### config.mk
export PLATFORM = sky130hd
export DESIGN_NAME = otter_intr_ctrl
export DESIGN_NICKNAME = d
export VERILOG_FILES = /design/src/rtl/otter_intr_ctrl.sv
export SDC_FILE = /design/constraint.sdc
export NUM_CORES = 1
export LEC_CHECK = 0
export CAP_MARGIN = 15
export CORE_MARGIN = 4
export CORE_UTILIZATION = 45
export CTS_CLUSTER_SIZE = 24
export DETAILED_ROUTE_END_ITERATION = 6
export GPL_ROUTABILITY_DRIVEN = 0
export PLACE_DENSITY = 0.78
export SLEW_MARGIN = 30
export SYNTH_ARGS = -nofsm -noshare
export SYNTH_HDL_FRONTEND = slang
export SYNTH_SLANG_ARGS = --single-unit
export TNS_END_PERCENT = 50
### constraint.sdc
create_clock -name clk_i -period 12.7 [get_ports clk_i]
set_input_delay 3.81 -clock clk_i [delete_from_list [all_inputs] [get_ports clk_i]]
set_output_delay 3.81 -clock clk_i [all_outputs]
set_load 0.01 [all_outputs]
### src/rtl/otter_intr_ctrl.sv
// otter_intr_ctrl: NUM_SRC-source external interrupt controller with claim/complete over the IOBUS.
// Optional feature macro OTTER_INTC_EDGE_EN adds the EDGE register and edge-triggered pending.
module otter_intr_ctrl #(
    parameter int          NUM_SRC   = 8,
    parameter int          PRIO_W    = 3,
    parameter logic [31:0] BASE_ADDR = 32'h1100_0000
) (
    input  logic               clk_i,
    input  logic               rst_i,
    input  logic [NUM_SRC-1:0] src_in_i,
    input  logic [31:0]        iobus_addr_i,
    input  logic               iobus_wr_i,
    input  logic               iobus_rd_i,
    input  logic [31:0]        iobus_out_i,
    output logic [31:0]        iobus_in_o,
    output logic               intc_sel_o,
    output logic               m_ext_int_o
);

    logic [NUM_SRC-1:0] pending_q, pending_d;
    logic [NUM_SRC-1:0] inService_q, inService_d;
    logic [NUM_SRC-1:0] enable_q;
    logic [NUM_SRC-1:0] eligible;
    logic [PRIO_W-1:0]  threshold_q;
    logic [PRIO_W-1:0]  prio_q [NUM_SRC];
    logic [PRIO_W-1:0]  bestPrio;
    logic [5:0]         bestId;
    logic [31:0]        rdata_q, rdata_d;
    logic               irq_q;
    logic [7:0]         offset;
    logic               regWr, regRd, claimHit, completeHit;
    logic [5:0]         completeId;
    logic               unusedData;
`ifdef OTTER_INTC_EDGE_EN
    logic [NUM_SRC-1:0] edge_q;
    logic [NUM_SRC-1:0] src_q;
`endif

    assign intc_sel_o  = (iobus_addr_i[31:8] == BASE_ADDR[31:8]);
    assign offset      = iobus_addr_i[7:0];
    assign regWr       = iobus_wr_i & intc_sel_o;
    assign regRd       = iobus_rd_i & intc_sel_o;
    assign claimHit    = regRd & (offset == 8'h0C);
    assign completeHit = regWr & (offset == 8'h0C);
    assign completeId  = iobus_out_i[5:0];
    assign unusedData  = ^iobus_out_i;
    assign iobus_in_o  = rdata_q;
    assign m_ext_int_o = irq_q;

    // Strict '>' while scanning upward keeps the lowest index on a priority tie.
    always_comb begin
        eligible = '0;
        bestId   = '0;
        bestPrio = '0;
        for (int i = 0; i < NUM_SRC; i++) begin
            eligible[i] = pending_q[i] & enable_q[i] & ~inService_q[i] & (prio_q[i] > threshold_q);
            if (eligible[i] && (prio_q[i] > bestPrio)) begin
                bestPrio = prio_q[i];
                bestId   = 6'(i + 1);
            end
        end
    end

    // A claim is applied after the source update so it wins over a same-cycle assertion.
    always_comb begin
`ifdef OTTER_INTC_EDGE_EN
        pending_d = (edge_q & (pending_q | (src_in_i & ~src_q)))
                  | (~edge_q & src_in_i & ~inService_q);
`else
        pending_d = src_in_i & ~inService_q;
`endif
        inService_d = inService_q;
        for (int i = 0; i < NUM_SRC; i++) begin
            if (completeHit && (completeId == 6'(i + 1))) begin
                inService_d[i] = 1'b0;
            end
        end
        for (int i = 0; i < NUM_SRC; i++) begin
            if (claimHit && (bestId == 6'(i + 1))) begin
                inService_d[i] = 1'b1;
                pending_d[i]   = 1'b0;
            end
        end
    end

    always_comb begin
        rdata_d = rdata_q;
        if (regRd) begin
            rdata_d = '0;
            case (offset)
                8'h00: rdata_d = 32'(pending_q);
                8'h04: rdata_d = 32'(enable_q);
                8'h08: rdata_d = 32'(threshold_q);
                8'h0C: rdata_d = 32'(bestId);
`ifdef OTTER_INTC_EDGE_EN
                8'h10: rdata_d = 32'(edge_q);
`endif
                default: begin
                    for (int i = 0; i < NUM_SRC; i++) begin
                        if (offset == 8'(32 + 4 * i)) begin
                            rdata_d = 32'(prio_q[i]);
                        end
                    end
                end
            endcase
        end
    end

    always_ff @(posedge clk_i) begin
        if (rst_i) begin
            pending_q   <= '0;
            inService_q <= '0;
            enable_q    <= '0;
            threshold_q <= '0;
            rdata_q     <= '0;
            irq_q       <= 1'b0;
            for (int i = 0; i < NUM_SRC; i++) begin
                prio_q[i] <= '0;
            end
`ifdef OTTER_INTC_EDGE_EN
            edge_q <= '0;
            src_q  <= '0;
`endif
        end else begin
            pending_q   <= pending_d;
            inService_q <= inService_d;
            rdata_q     <= rdata_d;
            irq_q       <= |eligible;
            if (regWr && (offset == 8'h04)) begin
                enable_q <= iobus_out_i[NUM_SRC-1:0];
            end
            if (regWr && (offset == 8'h08)) begin
                threshold_q <= iobus_out_i[PRIO_W-1:0];
            end
            for (int i = 0; i < NUM_SRC; i++) begin
                if (regWr && (offset == 8'(32 + 4 * i))) begin
                    prio_q[i] <= iobus_out_i[PRIO_W-1:0];
                end
            end
`ifdef OTTER_INTC_EDGE_EN
            if (regWr && (offset == 8'h10)) begin
                edge_q <= iobus_out_i[NUM_SRC-1:0];
            end
            src_q <= src_in_i;
`endif
        end
    end

endmodule
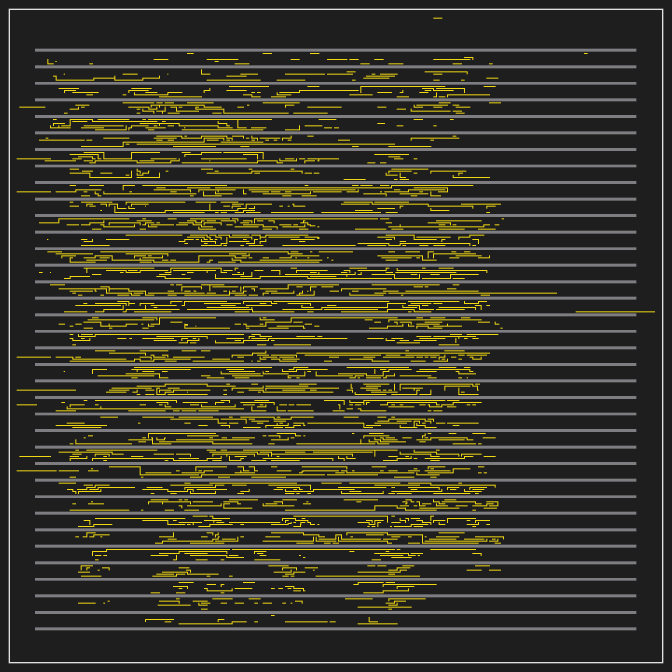
(run_1/layer_met1.png)
Supply wires on this layer in gray.
- nets with wire on the layer: 620
- longest straight run: 42.3 microns
- main direction: horizontal
- wire length on this layer: 4950 microns

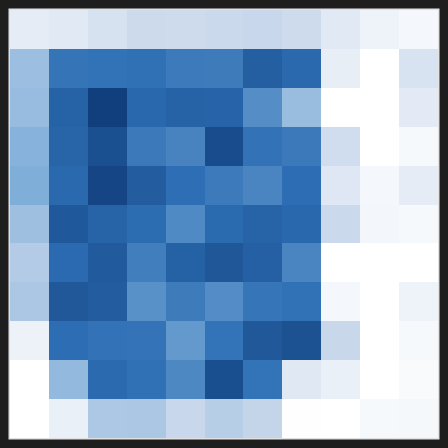
(run_1/cell_density.png)
The die is cut into 11 by 11 equal tiles; white is low, dark blue is high, 0 to 100% covered.
- mean over tiles: 45%
- nearly empty tiles: 12%
- fullest tile: 94%

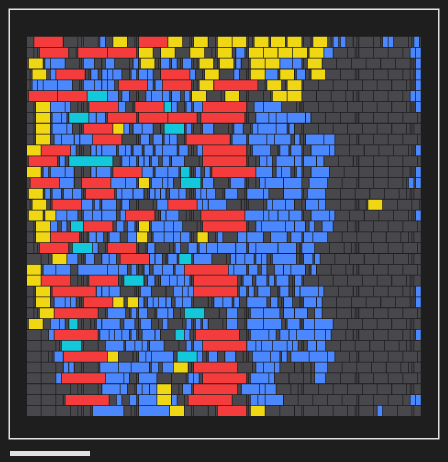
(run_1/placement_by_type.png)
Scale bar: 20 microns. Fill, decap, tap and diode cells in gray.
- flops: red (cells 60)
- clock drivers and dummy loads: cyan (cells 16)
- combinational and other logic: blue (cells 442)
- other buffers and delay cells: yellow (cells 70)

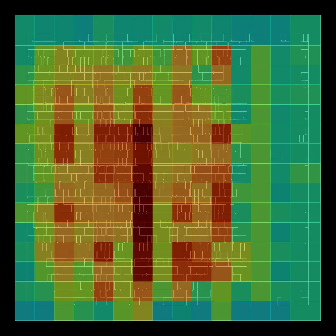
(run_1/congestion.png)
routed len/inst: 17.3 microns
total routing resource utilization after global routing: 21.4%
post-route core utilization: 56.8%
most crowded layer after global routing: met2
M3 GR Usage: 3.60%

==> commit_impl_results.txt, run 1 <==
Add synthesis and place-and-route results

- After floorplanning, the core was sized to cover 0.00942 sq mm.
- Number of hold violations in the final report: 0
- The run finished with clean final reports.
- Asr flop ratio synth: 0%
- The synthesis report lists the most area-consuming cells as dfxtp_1, edfxtp_1, ha_1.
- RSZ-0062 raised after global routing: false
* Max-slew headroom: between 50% and 60%
- Looking at the critical path, the single cell with the biggest stage delay is or3b_1.
* H-tree level count: 3
* Critical path start-end classification: reg -> reg
- Clock tree root driver cell: clkbuf_8
- Die X-Extent: ~110 microns
- Before placement the cells fill 47.1% of the core.
- Hold analysis lists the worst path endpoint as pending_q[1].
- Per the synthesis report, the AND-OR/OR-AND share of the synthesized area is between 10% and 20%.
* DP HPWL: 9770 microns
* Portion of netlist area occupied by mux cells: ~5.4%
* Xor-xnor portion of the synthesized cell area: 0%
* Hold Path Depth: 1
- The clock passes through at most 2 buffers.
- The chip occupies 0.0115 sq mm.
- Dominant delay contributor by cell family on the critical path: simple AND/OR/NAND/NOR gates
- Library cell with the largest summed area after synthesis: dfxtp_1
- Leakage power total: 2.05 nW
* Number of DRC markers in iteration 0: 431
- Worst VDD drop: a little over 0.08 mV
- Launching point of the worst reg2reg path: threshold_q[2]
- Input and output buffers added on the ports amount to 61.
- Top-Level Pins: 110
- The tool flagged a number of max-cap violations equal to 0.
* Number of warnings issued by yosys: 0
- The first global-routing pass estimated a little under 20000 microns of wire.
- Vias in the first global route: 4051
- Remaining antenna violation count: 0
- Cell count after synthesis: roughly 500
* Clock network latency to the later pin of the worst-skew pair: about 0.36 ns
* Via density per instance: 5.83
* Pwr/cell area: 82.0 mW/mm^2
- Data required time of the critical path: approximately 13 ns
- Height of the chip: roughly 110 microns
- Time the final worst path needs with I/O delays and setup: 11.93 ns
- Worst-case register-to-register setup slack: 0.77 ns
* CP startpoint: threshold_q[2]
- After Yosys synthesis, full adders, half adders and majority gates account for 11.5% of the synthesized area.
* Maximum frequency from static timing analysis: roughly 84 MHz
* Number of sinks handled by clock tree synthesis: approximately 60
- STA lists the endpoint of the worst register-to-register path as pending_q[3].
- The switching component of the power was reported as around 0.11 mW.
* Yosys top cell area share: 16.3%
* Number of antenna violations at the first check in global routing: 0
- Setup total negative slack on the finished layout was measured at 0 ns.
- STA classifies the critical path startpoint as a register.
* Largest net degree at the start of global routing: 48
- Count of TritonRoute iterations in the first routing pass: 5
- Per the cell usage report, the commonest logic cell in the layout is nor2_1.
* Critical path capture point: pending_q[3]
- By instance count, the leading cell after synthesis is nor2_1.
- The synthesized design contains 24 enable-type register cells.
- Layout area overhead: 20.7%
* Cell with the most instances on the worst path: ha_1
- Cell Int Power: approximately 0.32 mW
- Pins over their slew limit in the final report were tallied at 0.
- TritonCTS clock tree: done
- The report shows a maximum critical-path fanout of 13.
- In this run, the combinational gates consume 12.3% of the power.
* Fillcell total: ~830
- Per the post-run analysis, buffers plus inverters along the critical path come to 3.
- Arr. time, crit path: roughly 12 ns
- The total overflow left after global routing is 0.
- The power report shows net switching accounting for 26.1% of the total.
- Cell area after technology mapping: around 0.0044 sq mm
- Total DRC errors in the routed layout: 0
- All stages included, the depth of the critical timing path comes to 53.
* Commonest cells in the netlist: nor2_1, ha_1, nand2_1, dfxtp_1, inv_1
- Per the synth log, the flip-flop and latch total comes to around 60.
- Relative contribution of the clock network to total power: 39.2%
* Crit path capture type: register
* Drt total wl: 12400 microns
* Most used DFF post-synth: dfxtp_1
- In the final layout, the share of cells above drive strength 1 is 8.50%.
- The number of cells reported by Yosys stat comes to 513.
- Least-Margin Pin Slew: 0.667 ns
- Nets: between 600 and 700
* Chip area in the Yosys report: 0.00443 sq mm
- Leading cell types in the layout, fill and taps excluded: nor2_1, clkdlybuf4s50_1, ha_1
* Per-instance average area after synthesis: approximately 8.6 sq um
* Ant diodes: 0
* Row count: 35
- Final clock skew: 0.0120 ns
- In this run the most critical hold path is launched from inService_q[1].
* Hold_buf cts: 0
- Tool warnings: 50
- Part of the total power dissipated in sequential elements: approximately half
* Register share after synthesis: 32.5%
- After layout, the worst path uses 93.9% of the clock period.
- Logic depth along the worst register-to-register path is recorded as 53.
* Hold Crit Class: reg -> reg
- Number of different library cells in the post-synthesis netlist: 62
* Simple logic cell fraction of the synthesized area: 24.0%
* Setup Viol. Count Final: 0
- Per the post-CTS timing run, clock transition at the registers of the reported paths is 0.07 ns.
- On the worst path, the slowest cell contributes a delay of 0.44 ns.
- Clock buffer count from CTS: 9
- Summing over every cut layer, the via total after detailed routing is approximately 4200.
- Largest combinational cell category by area: simple AND/OR/NAND/NOR gates
## run 1: sequential cells by signal (all words and copies together) (netlist names)
| name | cells |
|---|---|
| enable_q | 8 |
| threshold_q | 3 |
| pending_q | 8 |
| prio_q | 24 |
| inService_q | 8 |
| m_ext_int_o | 1 |
| iobus_in_o | 8 |
## run 1: per-stage QoR
step | setup WS [ns] | std cells | instance area (sq um) | hold slack (ns) | total power [mW]
CTS | 0.585 | 712 | 5290 | 0.460 | 0.439
floorplan | 2.25 | 536 | 4520 | 0.424 | 0.248
detailed placement | 0.649 | 696 | 5100 | 0.454 | 0.270
finish | 0.772 | 717 | 5350 | 0.468 | 0.439
global route | 0.0890 | 717 | 5350 | 0.489 | 0.454
global placement | 1.01 | 696 | 5100 | 0.437 | 0.267
## run 1: power groups by stage
stage	Combinational, mW	Clock, mW	Sequential, mW
4_1_cts	0.0531	0.173	0.213
2_1_floorplan	0.0341	0	0.214
3_3_place_gp	0.0499	0	0.217
6_report	0.0538	0.172	0.213
3_5_place_dp	0.0528	0	0.217
5_1_grt	0.0594	0.180	0.214
## run 1: routing by layer
metal  vias up  part of all wire (%)  wire [microns]  track usage, %
li1       1987                     -               -               -
met1      1956                    40            4950            25.3
met2       211                    50            6220            37.4
met3        28                   7.3             909            3.60
met4         0                   2.6             327            10.0
met5         -                     0               0               0
## run 1: layout make-up
type                       count  area, sq um  area share (%)
inverter                      29          116            2.17
sequential                    60         1440            26.9
multi-input combinational    413         2760            51.5
clock buffer                   9          124            2.32
timing repair buffer          70          678            12.7
clock inverter                 7         71.3            1.33
tap                          129          161            3.02
## run 1: timing repair
item	in CTS	in global routing
resized	0	7
buffers inserted	0	5
endpoints found under the setup margin	0	9
==> run_1/layer_met4.png <==
Scale bar: 20 microns. Supply wires on this layer in gray.
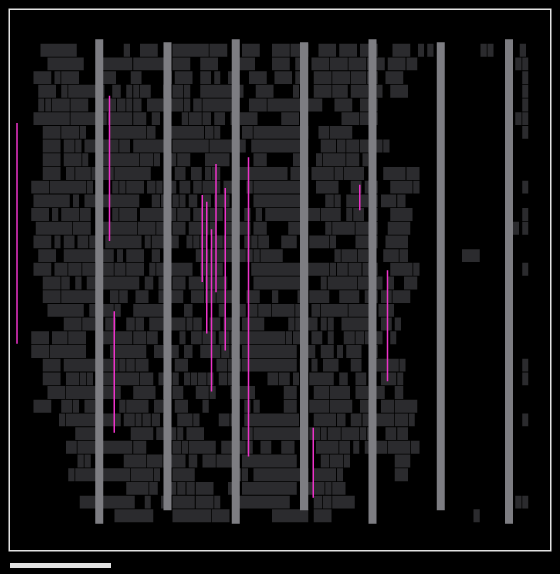

==> run 2: changes to the inputs <==
--- a/config.mk
+++ b/config.mk
@@ -6,12 +6,12 @@
 export NUM_CORES = 1
 export LEC_CHECK = 0
 export CAP_MARGIN = 15
-export CORE_MARGIN = 4
 export CORE_UTILIZATION = 45
 export CTS_CLUSTER_SIZE = 24
 export DETAILED_ROUTE_END_ITERATION = 6
 export GPL_ROUTABILITY_DRIVEN = 0
 export PLACE_DENSITY = 0.78
+export REMOVE_ABC_BUFFERS = 1
 export SLEW_MARGIN = 30
 export SYNTH_ARGS = -nofsm -noshare
 export SYNTH_HDL_FRONTEND = slang
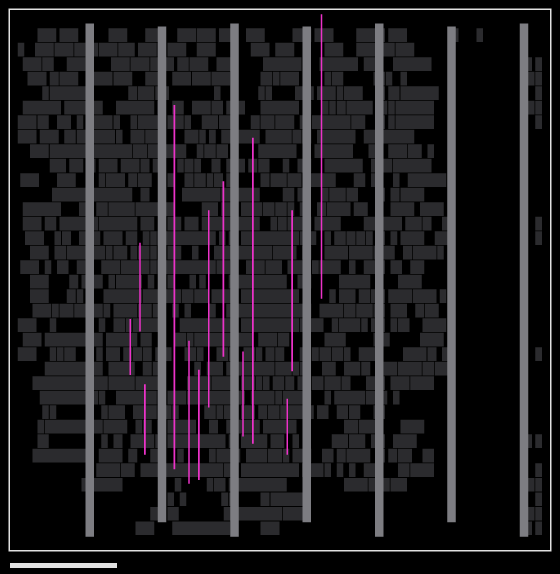
(run_2/layer_met4.png)
Scale bar: 20 microns. Supply wires on this layer in gray.
- main direction: vertical
- wire length on this layer: 390 microns
- nets with wire on the layer: 12
- share of all routed wire: 3.1%
- longest straight run: 68.0 microns

==> run 2 against run 1 <==
Synthesized cell count did not move; core utilization fell by 0.20 points; register-to-register slack got worse by 0.02 ns; area after synthesis did not move; flip-flop count did not move; clock-buffer cell count rose by 4; setup slack got worse by 0.023 ns; clock skew barely moved; largest power group unchanged; critical path depth fell by 2.
==> commit_impl_results.txt, run 2 <==
Add synthesis and place-and-route results

- The number of enable flip-flop cells came to 24 (unchanged).
- The number of buffers added by the clock tree synthesis step was 9 (unchanged).
- The post-route DRC violation count was 0 (unchanged).
- Final clock skew: 0.0122 ns (+0.000218 ns)
- Least-Margin Pin Slew: 0.794 ns (+0.127 ns)
- Asr flop ratio synth: 0% (unchanged)
* Outcome: complete, no violations
- For this run, the leading register cell type out of synthesis is dfxtp_1.
- The width of the die is 101 microns (-5.6%).
- For reference, the most critical setup path is categorized as reg -> reg.
- Pre-CTS setup slack: 0.750 ns (+0.101 ns)
- Pins over their slew limit: 0 (unchanged)
* Delay of the slowest cell on the worst path: 0.47 ns (+0.03 ns)
- Layout area overhead: 19.7%
- The final core area utilization came to 56.6% (-0.20 points).
- Vias after detailed routing: 4249 (+1.6%)
- Clock transition time at the flip-flop clock pins of the worst setup and hold paths: 0.07 ns (about the same)
- Setup repair after global routing left no endpoint under its margin.
- The commonest cells after synthesis are nor2_1, ha_1, nand2_1, dfxtp_1, inv_1.
- Drt total wl: 12500 microns (+0.49%)
- The count of unique library cells instantiated by Yosys came to 62 (unchanged).
- Yosys cell count: 513 (unchanged)
- Standard cell core area: 0.00937 sq mm (-0.47%)
- The most common logic cell in the final layout is nor2_1.
- Cell area after placement: 0.00510 sq mm (about the same)
- Area taken by multi-input logic gates: 0.00276 sq mm (about the same)
- Max Buffers Root-to-Sink: 2 (unchanged)
- Max reg flops: 24 (unchanged)
* Die footprint: 0.0103 sq mm (-11%)
* Total gr overflow: 0 (unchanged)
- First-pass GRT wire length: 19800 microns (+2.2%)
- Placed Instances: 695 (-0.14%)
- The chip area from the yosys synthesis statistics came to 0.00443 sq mm (unchanged).
- Looking at the critical path, the single cell with the biggest stage delay is or3b_1.
- Yosys top cell area share: 16.3% (unchanged)
* Per-instance average area after synthesis: 8.64 sq um (unchanged)
- Count of TritonRoute iterations in the first routing pass: 6 (+1)
* Hold Crit Class: reg -> reg
- Number of buffers inserted by port buffering: 61 (unchanged)
* Remaining antenna violation count: 0 (unchanged)
* Crit path capture type: register
- TritonCTS built the clock tree.
- Worst VDD drop: 0.0756 mV (-7.3%)
- The number of endpoints with negative hold slack in the final report came to 0 (unchanged).
* Leading cell types in the layout, fill and taps excluded: nor2_1, clkdlybuf4s50_1, ha_1
* Total power of the final layout: 0.444 mW (+1.2%)
* Synthesized registers: 60 (unchanged)
- Maximum fanout along the worst path: 13 (unchanged)
- Number of sinks handled by clock tree synthesis: 60 (unchanged)
* Routed len/inst: 17.6 microns (+1.5%)
* Clock network latency to the later pin of the worst-skew pair: 0.35 ns (about the same)
* Library cell with the largest summed area after synthesis: dfxtp_1
* FF/Latch Area: 0.00144 sq mm (unchanged)
- Yosys top cell by instances: nor2_1
- Largest net degree at the start of global routing: 48 (unchanged)
- Final Worst Setup Slack: 0.748 ns (-0.0232 ns)
- The antenna cell count came to 0 (unchanged).
- The ratio of cells with drive above 1 in the final layout was 7.06% (-1.4 points).
- The number of rows in the core area was 35 (unchanged).
- H-tree level count: 3 (unchanged)
- The setup TNS is 0 ns (unchanged).
- In this run the clock root is driven by a clkbuf_8.
- Arr. time, crit path: 12.20 ns (+0.02 ns)
- Cell with the most instances on the worst path: ha_1
- Data required time of the critical path: 12.95 ns (about the same)
* Hold_buf cts: 0 (unchanged)
- Via density per instance: 5.98 (+2.6%)
* Height of the chip: 101 microns (-5.6%)
* Cell count after synthesis: 513 (unchanged)
- The OpenROAD warning count came to 49 (-2.0%).
- Post-route standard cell area excluding fillers: 0.00531 sq mm (-0.82%)
- The count of pins on the block boundary was 110 (unchanged).
- The worst hold slack after final layout is 0.454 ns (-0.0140 ns).
* DP HPWL: 9740 microns (-0.36%)
- Register share after synthesis: 32.5% (unchanged)
- Leakage power total: 2.02 nW (-1.1%)
- Nets: 693 (-0.86%)
- The via count of the first global-routing pass is 3942 (-2.7%).
- Setup Viol. Count Final: 0 (unchanged)
* Cell area after technology mapping: 0.00443 sq mm (unchanged)
* Number of standard cells in the final layout excluding fillers: 710 (-0.98%)
- The tally of filler cells in the layout is 840 (+1.4%).
- The core utilization at floorplan came to 47.3% (+0.22 points).
* Pwr/cell area: 83.7 mW/mm^2 (+2.0%)
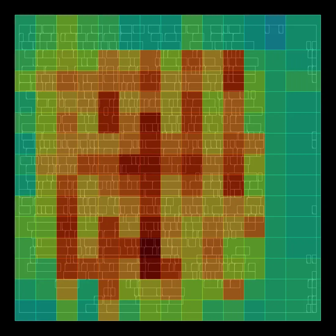
(run_2/congestion.png)
Global Route met1 Usage: 34.0%
total routing resource utilization after global routing: 25.5%
met2 Resource Use GR: 40.7%
M3 GR Usage: 3.59%

run 2: cell counts after synthesis:
No cell type changed its count.
run 2: cells by family after synthesis:
kind of cell | share of synthesized area, %
compound gates | 19.0
flops | 32.5
other cells | 0.0846
fa+ha+maj | 11.5
mux | 5.36
buf+inv | 7.53
simple gates | 24.0
run 2: layout make-up:
cell class	instances	area share, %
Multi-Input combinational cell	413	52.0
Timing Repair Buffer	64	11.9
Clock buffer	13	3.58
Clock inverter	2	0.236
Inverter	29	2.05
Tap cell	129	3.04
Sequential cell	60	27.2
run 2: timing repair:
item | in CTS | in global routing
hold endpoints to repair | 0 | 0
resized | 0 | 4
setup buffers | 0 | 0
setup endpoints to repair | 0 | 4
run 2: routing by layer:
metal / wire length, microns / share of wire (%) / vias to the layer above / GRT usage (%)
li1: - / - / 1984 / -
met1: 5250 / 42 / 2019 / 34.0
met2: 5970 / 48 / 217 / 40.7
met3: 862 / 6.9 / 29 / 3.59
met4: 389 / 3.1 / 0 / 12.0
met5: 0 / 0 / - / 0
run 2: worst max-delay path, delay by kind of cell (launching register included):
kind	cells	cell delay (ns)
AOI/OAI and AO/OA	20	3.64
and+or+nand+nor	14	2.87
adders and majority gates	8	2.28
muxes	6	2.26
buffers and inverters	3	0.47
DFF	1	0.33
run 2: power by group:
| part | switching (mW) | internal (mW) |
|---|---|---|
| Clock | 0.0793 | 0.0979 |
| Sequential | 0.00682 | 0.206 |
| Combinational | 0.0272 | 0.0267 |
| Total | 0.113 | 0.331 |
run 2: path summary, 6_finish.rpt:
path	start	to	slack, ns	cells past startpoint
worst max-delay path	threshold_q[2]	pending_q[3]	0.75	51
worst min-delay path	inService_q[1]	pending_q[1]	0.45	1
worst max register to register	threshold_q[2]	pending_q[3]	0.75	51
worst min register to register	inService_q[1]	pending_q[1]	0.45	1
Power is estimated from default activity; no workload was simulated.
